**config.mk**
```make
export PLATFORM = sky130hd
export DESIGN_NAME = tx_frame_controller
export DESIGN_NICKNAME = d
export VERILOG_FILES = /design/src/rtl/tx_frame_controller.sv
export SDC_FILE = /design/constraint.sdc
export NUM_CORES = 1
export LEC_CHECK = 0
export CAP_MARGIN = 10
export CORE_MARGIN = 1
export CORE_UTILIZATION = 60
export DETAILED_ROUTE_END_ITERATION = 12
export PLACE_DENSITY_LB_ADDON = 0.1
export SYNTH_ARGS = -nofsm -noshare
export SYNTH_HDL_FRONTEND = slang
export SYNTH_SLANG_ARGS = --single-unit
```
**constraint.sdc**
```tcl
create_clock -name clk -period 3.05 [get_ports clk]
set_clock_uncertainty 0.1 [all_clocks]
set_input_delay 0.4575 -clock clk [delete_from_list [all_inputs] [get_ports clk]]
set_output_delay 0.4575 -clock clk [all_outputs]
set_load 0.02 [all_outputs]
```
**src/rtl/tx_frame_controller.sv**
```systemverilog
// -----------------------------------------------------------------------------
// tx_frame_controller
//
// Buffers bytes from the UART data buffer in a first-word fall-through FIFO and
// frames them for the BPSK modulator as:
//   preamble (alternating, first bit 1) | sync word (MSB first) |
//   length byte (MSB first) | payload bytes (MSB first) | silent gap.
// A frame starts when FRAME_BYTES bytes are buffered, or when the FIFO has sat
// non-empty in IDLE for TIMEOUT_CYC cycles. The modulator pulls one bit per
// ser_next strobe; with no strobe the offered bit is held.
//
// Ports
//   clk         system clock
//   rst         asynchronous, active-high reset
//   in_data     byte from the UART buffer
//   in_valid    in_data valid; accepted when in_valid & in_ready
//   in_ready    FIFO not full
//   ser_next    1-clk strobe from modulator: current ser_bit consumed
//   ser_bit     bit currently offered to the modulator
//   tx_active   modulator enable, high from PREAMBLE through PAYLOAD
//   frame_done  1-clk pulse after the last payload bit is consumed
//   fifo_level  bytes held in the FIFO (0..2**FIFO_AW)
//   overflow    sticky flag: a push was attempted while full
// -----------------------------------------------------------------------------
module tx_frame_controller #(
    parameter int          FIFO_AW       = 4,
    parameter int          FRAME_BYTES   = 8,
    parameter int          TIMEOUT_CYC   = 125000,
    parameter int          PREAMBLE_BITS = 32,
    parameter logic [15:0] SYNC_WORD     = 16'hD391,
    parameter int          GAP_CYC       = 64
) (
    input  logic               clk,
    input  logic               rst,
    input  logic [7:0]         in_data,
    input  logic               in_valid,
    output logic               in_ready,
    input  logic               ser_next,
    output logic               ser_bit,
    output logic               tx_active,
    output logic               frame_done,
    output logic [FIFO_AW:0]   fifo_level,
    output logic               overflow
);

    localparam int DEPTH = 2 ** FIFO_AW;
    // Bit counter must hold the longest field index (preamble or 16-bit sync).
    localparam int CW    = $clog2((PREAMBLE_BITS > 16) ? PREAMBLE_BITS : 16);
    localparam int TW    = $clog2(TIMEOUT_CYC + 1);
    localparam int GW    = $clog2(GAP_CYC + 1);

    localparam logic [FIFO_AW:0]   LVL_ZERO  = {(FIFO_AW + 1){1'b0}};
    localparam logic [FIFO_AW:0]   LVL_ONE   = (FIFO_AW + 1)'(1);
    localparam logic [FIFO_AW:0]   LVL_FULL  = (FIFO_AW + 1)'(DEPTH);
    localparam logic [FIFO_AW:0]   LVL_FRAME = (FIFO_AW + 1)'(FRAME_BYTES);
    localparam logic [FIFO_AW-1:0] PTR_ONE   = (FIFO_AW)'(1);
    localparam logic [CW-1:0]      CNT_ZERO  = {CW{1'b0}};
    localparam logic [CW-1:0]      CNT_ONE   = CW'(1);
    localparam logic [CW-1:0]      PRE_LAST  = CW'(PREAMBLE_BITS - 1);
    localparam logic [CW-1:0]      SYNC_LAST = CW'(15);
    localparam logic [CW-1:0]      LEN_LAST  = CW'(7);
    localparam logic [TW-1:0]      TMR_ZERO  = {TW{1'b0}};
    localparam logic [TW-1:0]      TMR_ONE   = TW'(1);
    localparam logic [TW-1:0]      TMR_LAST  = TW'(TIMEOUT_CYC - 1);
    localparam logic [GW-1:0]      GAP_ZERO  = {GW{1'b0}};
    localparam logic [GW-1:0]      GAP_ONE   = GW'(1);
    localparam logic [GW-1:0]      GAP_LAST  = GW'(GAP_CYC - 1);

    typedef enum logic [2:0] {
        ST_IDLE     = 3'd0,
        ST_PREAMBLE = 3'd1,
        ST_SYNC     = 3'd2,
        ST_LEN      = 3'd3,
        ST_PAYLOAD  = 3'd4,
        ST_GAP      = 3'd5
    } state_t;

    state_t state_q, state_d;

    // FIFO storage and bookkeeping
    logic [7:0]         mem_q [DEPTH];
    logic [FIFO_AW-1:0] wr_ptr_q;
    logic [FIFO_AW-1:0] rd_ptr_q;
    logic [FIFO_AW:0]   count_q;
    logic               overflow_q;
    logic               in_ready_s;
    logic               push_s;
    logic               pop_s;
    logic [7:0]         head_s;

    // Framing datapath
    logic [CW-1:0] bitcnt_q,    bitcnt_d;
    logic [7:0]    bytecnt_q,   bytecnt_d;
    logic [7:0]    frame_len_q, frame_len_d;
    logic [TW-1:0] timer_q,     timer_d;
    logic [GW-1:0] gapcnt_q,    gapcnt_d;
    logic          tx_active_q, tx_active_d;
    logic          frame_done_q, frame_done_d;
    logic          ser_bit_s;
    logic          byte_end_s;

    assign in_ready_s = (count_q != LVL_FULL);
    assign push_s     = in_valid & in_ready_s;
    assign head_s     = mem_q[rd_ptr_q];
    assign byte_end_s = (bitcnt_q[2:0] == 3'd7);

    // FIFO data array write port (storage needs no reset).
    always_ff @(posedge clk) begin
        if (push_s) begin
            mem_q[wr_ptr_q] <= in_data;
        end
    end

    // FIFO pointers, occupancy and sticky overflow flag.
    always_ff @(posedge clk or posedge rst) begin
        if (rst) begin
            wr_ptr_q   <= {FIFO_AW{1'b0}};
            rd_ptr_q   <= {FIFO_AW{1'b0}};
            count_q    <= LVL_ZERO;
            overflow_q <= 1'b0;
        end else begin
            if (push_s) begin
                wr_ptr_q <= wr_ptr_q + PTR_ONE;
            end
            if (pop_s) begin
                rd_ptr_q <= rd_ptr_q + PTR_ONE;
            end
            case ({push_s, pop_s})
                2'b10:   count_q <= count_q + LVL_ONE;
                2'b01:   count_q <= count_q - LVL_ONE;
                default: count_q <= count_q;
            endcase
            if (in_valid && !in_ready_s) begin
                overflow_q <= 1'b1;
            end
        end
    end

    // FSM state register.
    always_ff @(posedge clk or posedge rst) begin
        if (rst) begin
            state_q <= ST_IDLE;
        end else begin
            state_q <= state_d;
        end
    end

    // FSM next-state logic; each field ends on the strobe consuming its last bit.
    always_comb begin
        state_d = state_q;
        case (state_q)
            ST_IDLE: begin
                if ((count_q >= LVL_FRAME) ||
                    ((count_q != LVL_ZERO) && (timer_q == TMR_LAST))) begin
                    state_d = ST_PREAMBLE;
                end else begin
                    state_d = ST_IDLE;
                end
            end
            ST_PREAMBLE: begin
                if (ser_next && (bitcnt_q == PRE_LAST)) begin
                    state_d = ST_SYNC;
                end else begin
                    state_d = ST_PREAMBLE;
                end
            end
            ST_SYNC: begin
                if (ser_next && (bitcnt_q == SYNC_LAST)) begin
                    state_d = ST_LEN;
                end else begin
                    state_d = ST_SYNC;
                end
            end
            ST_LEN: begin
                if (ser_next && (bitcnt_q == LEN_LAST)) begin
                    state_d = ST_PAYLOAD;
                end else begin
                    state_d = ST_LEN;
                end
            end
            ST_PAYLOAD: begin
                if (ser_next && byte_end_s && (bytecnt_q == (frame_len_q - 8'd1))) begin
                    state_d = ST_GAP;
                end else begin
                    state_d = ST_PAYLOAD;
                end
            end
            ST_GAP: begin
                if (gapcnt_q == GAP_LAST) begin
                    state_d = ST_IDLE;
                end else begin
                    state_d = ST_GAP;
                end
            end
            default: state_d = ST_IDLE;
        endcase
    end

    // FSM outputs: offered bit, FIFO pop and next values of the framing counters.
    always_comb begin
        ser_bit_s    = 1'b0;
        pop_s        = 1'b0;
        bitcnt_d     = bitcnt_q;
        bytecnt_d    = bytecnt_q;
        frame_len_d  = frame_len_q;
        timer_d      = TMR_ZERO;
        gapcnt_d     = GAP_ZERO;
        frame_done_d = 1'b0;
        tx_active_d  = (state_d == ST_PREAMBLE) || (state_d == ST_SYNC) ||
                       (state_d == ST_LEN) || (state_d == ST_PAYLOAD);
        case (state_q)
            ST_IDLE: begin
                bitcnt_d  = CNT_ZERO;
                bytecnt_d = 8'd0;
                if (state_d == ST_PREAMBLE) begin
                    // Length is frozen here; bytes arriving later wait for the next frame.
                    frame_len_d = (count_q >= LVL_FRAME) ? 8'(FRAME_BYTES) : 8'(count_q);
                    timer_d     = TMR_ZERO;
                end else if (push_s) begin
                    timer_d = TMR_ZERO;
                end else if (count_q != LVL_ZERO) begin
                    timer_d = timer_q + TMR_ONE;
                end else begin
                    timer_d = timer_q;
                end
            end
            ST_PREAMBLE: begin
                ser_bit_s = ~bitcnt_q[0];
                if (ser_next) begin
                    bitcnt_d = (state_d != state_q) ? CNT_ZERO : (bitcnt_q + CNT_ONE);
                end else begin
                    bitcnt_d = bitcnt_q;
                end
            end
            ST_SYNC: begin
                ser_bit_s = SYNC_WORD[4'd15 - bitcnt_q[3:0]];
                if (ser_next) begin
                    bitcnt_d = (state_d != state_q) ? CNT_ZERO : (bitcnt_q + CNT_ONE);
                end else begin
                    bitcnt_d = bitcnt_q;
                end
            end
            ST_LEN: begin
                ser_bit_s = frame_len_q[3'd7 - bitcnt_q[2:0]];
                if (ser_next) begin
                    bitcnt_d = (state_d != state_q) ? CNT_ZERO : (bitcnt_q + CNT_ONE);
                end else begin
                    bitcnt_d = bitcnt_q;
                end
            end
            ST_PAYLOAD: begin
                ser_bit_s = head_s[3'd7 - bitcnt_q[2:0]];
                if (ser_next && byte_end_s) begin
                    // Consuming the LSB retires the head byte.
                    pop_s        = 1'b1;
                    bitcnt_d     = CNT_ZERO;
                    bytecnt_d    = bytecnt_q + 8'd1;
                    frame_done_d = (state_d == ST_GAP);
                end else if (ser_next) begin
                    bitcnt_d = bitcnt_q + CNT_ONE;
                end else begin
                    bitcnt_d = bitcnt_q;
                end
            end
            ST_GAP: begin
                bitcnt_d = CNT_ZERO;
                if (state_d == ST_IDLE) begin
                    gapcnt_d = GAP_ZERO;
                end else begin
                    gapcnt_d = gapcnt_q + GAP_ONE;
                end
            end
            default: begin
                bitcnt_d  = CNT_ZERO;
                bytecnt_d = 8'd0;
            end
        endcase
    end

    // Framing counters and registered strobes.
    always_ff @(posedge clk or posedge rst) begin
        if (rst) begin
            bitcnt_q     <= CNT_ZERO;
            bytecnt_q    <= 8'd0;
            frame_len_q  <= 8'd0;
            timer_q      <= TMR_ZERO;
            gapcnt_q     <= GAP_ZERO;
            tx_active_q  <= 1'b0;
            frame_done_q <= 1'b0;
        end else begin
            bitcnt_q     <= bitcnt_d;
            bytecnt_q    <= bytecnt_d;
            frame_len_q  <= frame_len_d;
            timer_q      <= timer_d;
            gapcnt_q     <= gapcnt_d;
            tx_active_q  <= tx_active_d;
            frame_done_q <= frame_done_d;
        end
    end

    assign in_ready   = in_ready_s;
    assign ser_bit    = ser_bit_s;
    assign tx_active  = tx_active_q;
    assign frame_done = frame_done_q;
    assign fifo_level = count_q;
    assign overflow   = overflow_q;

endmodule

```
==> images/placement_by_type.png <==
Bar = 20 um. Fill, decap, tap and diode cells in gray.
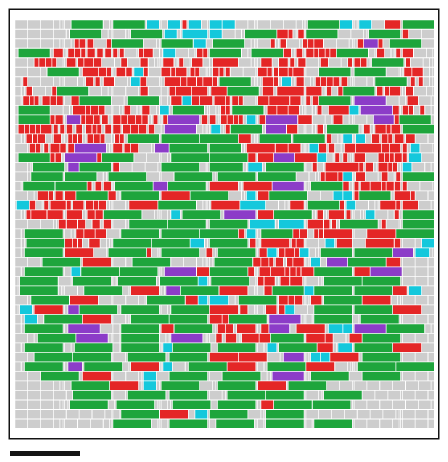
remaining buffers and delay cells -> cyan  # cells 67, share of their area 6.4%
sequential cells -> green  # cells 189, share of their area 55%
combinational and other logic -> red  # cells 426, share of their area 33%
clock drivers and dummy loads -> purple  # cells 32, share of their area 6.3%

==> GITHUB_STEP_SUMMARY <==
## Synthesis and layout report

| Metric | Value |
|---|---|
| Die Ht | 122 um |
| Nets at Floorplan | 680 |
| Seq share, synth | 61.7% |
| Yosys Instances | 649 |
| Max-Cap Viols | 0 |
| Routed Antenna Nets | 0 |
| GR Overflow Total | 0 |
| DP Area | 0.00929 mm2 |
| Vias in the first global route | 5474 |
| Worst vdd ir | 0.506 mV |
| Top-count cell post-synth | edfxtp_1 |
| Share of cells above drive strength 1 | 19.5% |
| Clock Path Buffers | 2 |
| Final Total Pwr | 6.17 mW |
| Failing checks | negative setup slack |
| Yosys cell types | 62 |
| DRT iter0 DRCs | 557 |
| Fin area | 0.0101 mm2 |
| Hold Crit Class | input port to async pin |
| GPL Wtd Cong | 0.843 |
| Period utilization | 103% |
| Final setup violating endpoints | 1 |
| Status | finished with violations |
| Slowest CP cell | mux4_2 |
| First-pass GRT wire length | 29900 um |
| Yosys stat area | 0.00871 mm2 |
| Slew of the pin with the lowest slew margin | 0.638 ns |
| Final WS setup | -0.0906 ns |
| Final min period | 3.14 ns |
| Cell taking the most area after synthesis | edfxtp_1 |
| Rows | 43 |
| CTS hold repair buffers | 0 |
| Final nets | 732 |
| CP required | 2.49 ns |
| Mapped cell area | 0.00871 mm2 |
==> images/layer_met1.png <==
Supply wires on this layer in gray.
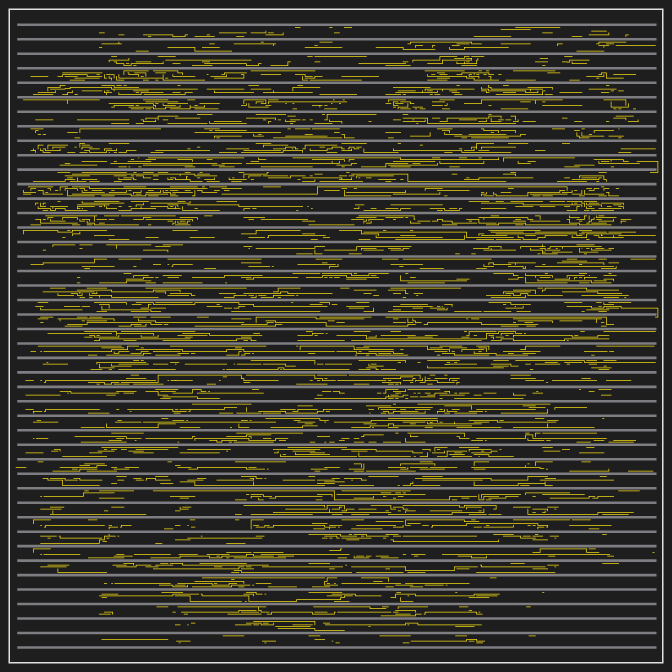
wire length on this layer = 8120 um
nets with wire on the layer = 689
share of all routed wire = 43%

==> area by class of cell <==
cell class | instances | area [um2] | share of cell area (%)
Multi-Input combinational cell | 403 | 3140 | 31.1
Timing Repair Buffer | 67 | 629 | 6.24
Tap cell | 180 | 225 | 2.23
Clock buffer | 17 | 425 | 4.22
Inverter | 23 | 87.6 | 0.869
Sequential cell | 189 | 5370 | 53.3
Clock inverter | 15 | 199 | 1.97
==> what timing repair did <==
action                     CTS  global route
buffers inserted            10             0
pin swaps                   11             4
setup endpoints to repair    1             1
gates resized               26             3
gates cloned                 1             0
==> critical path: cells and delay by family, from the launching register on <==
kind	cells	cell delay, ns
flip-flops	1	0.46
buffers and inverters	2	0.30
AND-OR/OR-AND	1	0.18
AND/OR/NAND/NOR	2	0.19
multiplexers	2	1.02
==> sequential cells by signal (all words and copies together) (netlist names) <==
signal	count
state_q	3
gapcnt_q	7
overflow	1
rd_ptr_q	4
bytecnt_q	8
frame_len_q	5
wr_ptr_q	4
bitcnt_q	5
frame_done	1
tx_active	1
mem_q	128
timer_q	17
fifo_level	5
==> per-stage QoR <==
stage / setup slack (ns) / hold WS [ns]
after floorplan: 0.0506 / 0.332
final: -0.0906 / 0.273
after detailed placement: -0.0488 / 0.364
after global placement: -0.0272 / 0.358
after global routing: -0.148 / 0.340
after CTS: -0.0525 / 0.292
==> placed cells by master (no fill, tap or decap), types with 18 or more instances in the layout <==
cell / netlist / layout
ha_1: 18 / 18
dfrtp_1: 61 / 59
a21oi_1: 28 / 28
o21ai_0: 33 / 31
buf_4: 3 / 37
edfxtp_1: 128 / 128
mux4_2: 32 / 32
nor2_1: 50 / 49
inv_1: 22 / 21
clkdlybuf4s50_1: 0 / 20
nand3_1: 19 / 18
nand2_1: 52 / 50
==> report_power, final <==
group	total (mW)	switching (mW)	internal [mW]
clock	2.29	1.15	1.14
sequential	3.12	0.140	2.98
combinational	0.765	0.465	0.301
==> final timing paths <==
kind,to,start,slack (ns),depth (start not counted)
setup / recovery,ser_bit,rd_ptr_q[1],-0.09,7
hold / removal,overflow,rst,0.27,2
setup reg to reg,bitcnt_q[3],bitcnt_q[1],0.24,11
hold reg to reg,gapcnt_q[0],gapcnt_q[0],0.36,1
max in group asynchronous,rd_ptr_q[0],rst,1.97,3
min in group clk,gapcnt_q[0],gapcnt_q[0],0.36,1
==> per-layer routing <==
metal | vias to the layer above | wire length [um] | track usage (%)
met4 | 0 | 290 | 8.00
met1 | 2815 | 8120 | 38.8
met2 | 207 | 9150 | 42.8
met5 | - | 0 | 0
met3 | 24 | 1210 | 6.32
li1 | 2545 | - | -
==> kinds of logic after synthesis <==
family          count (synthesis)  synth area share, %
xor+xnor                       23                 2.31
buf+inv                        57                 2.83
compound gates                 98                 7.04
mux                            47                 10.1
simple gates                  216                 13.3
fa+ha+maj                      19                 2.82
flops                         189                 61.7
Power and IR drop assume default switching activity.
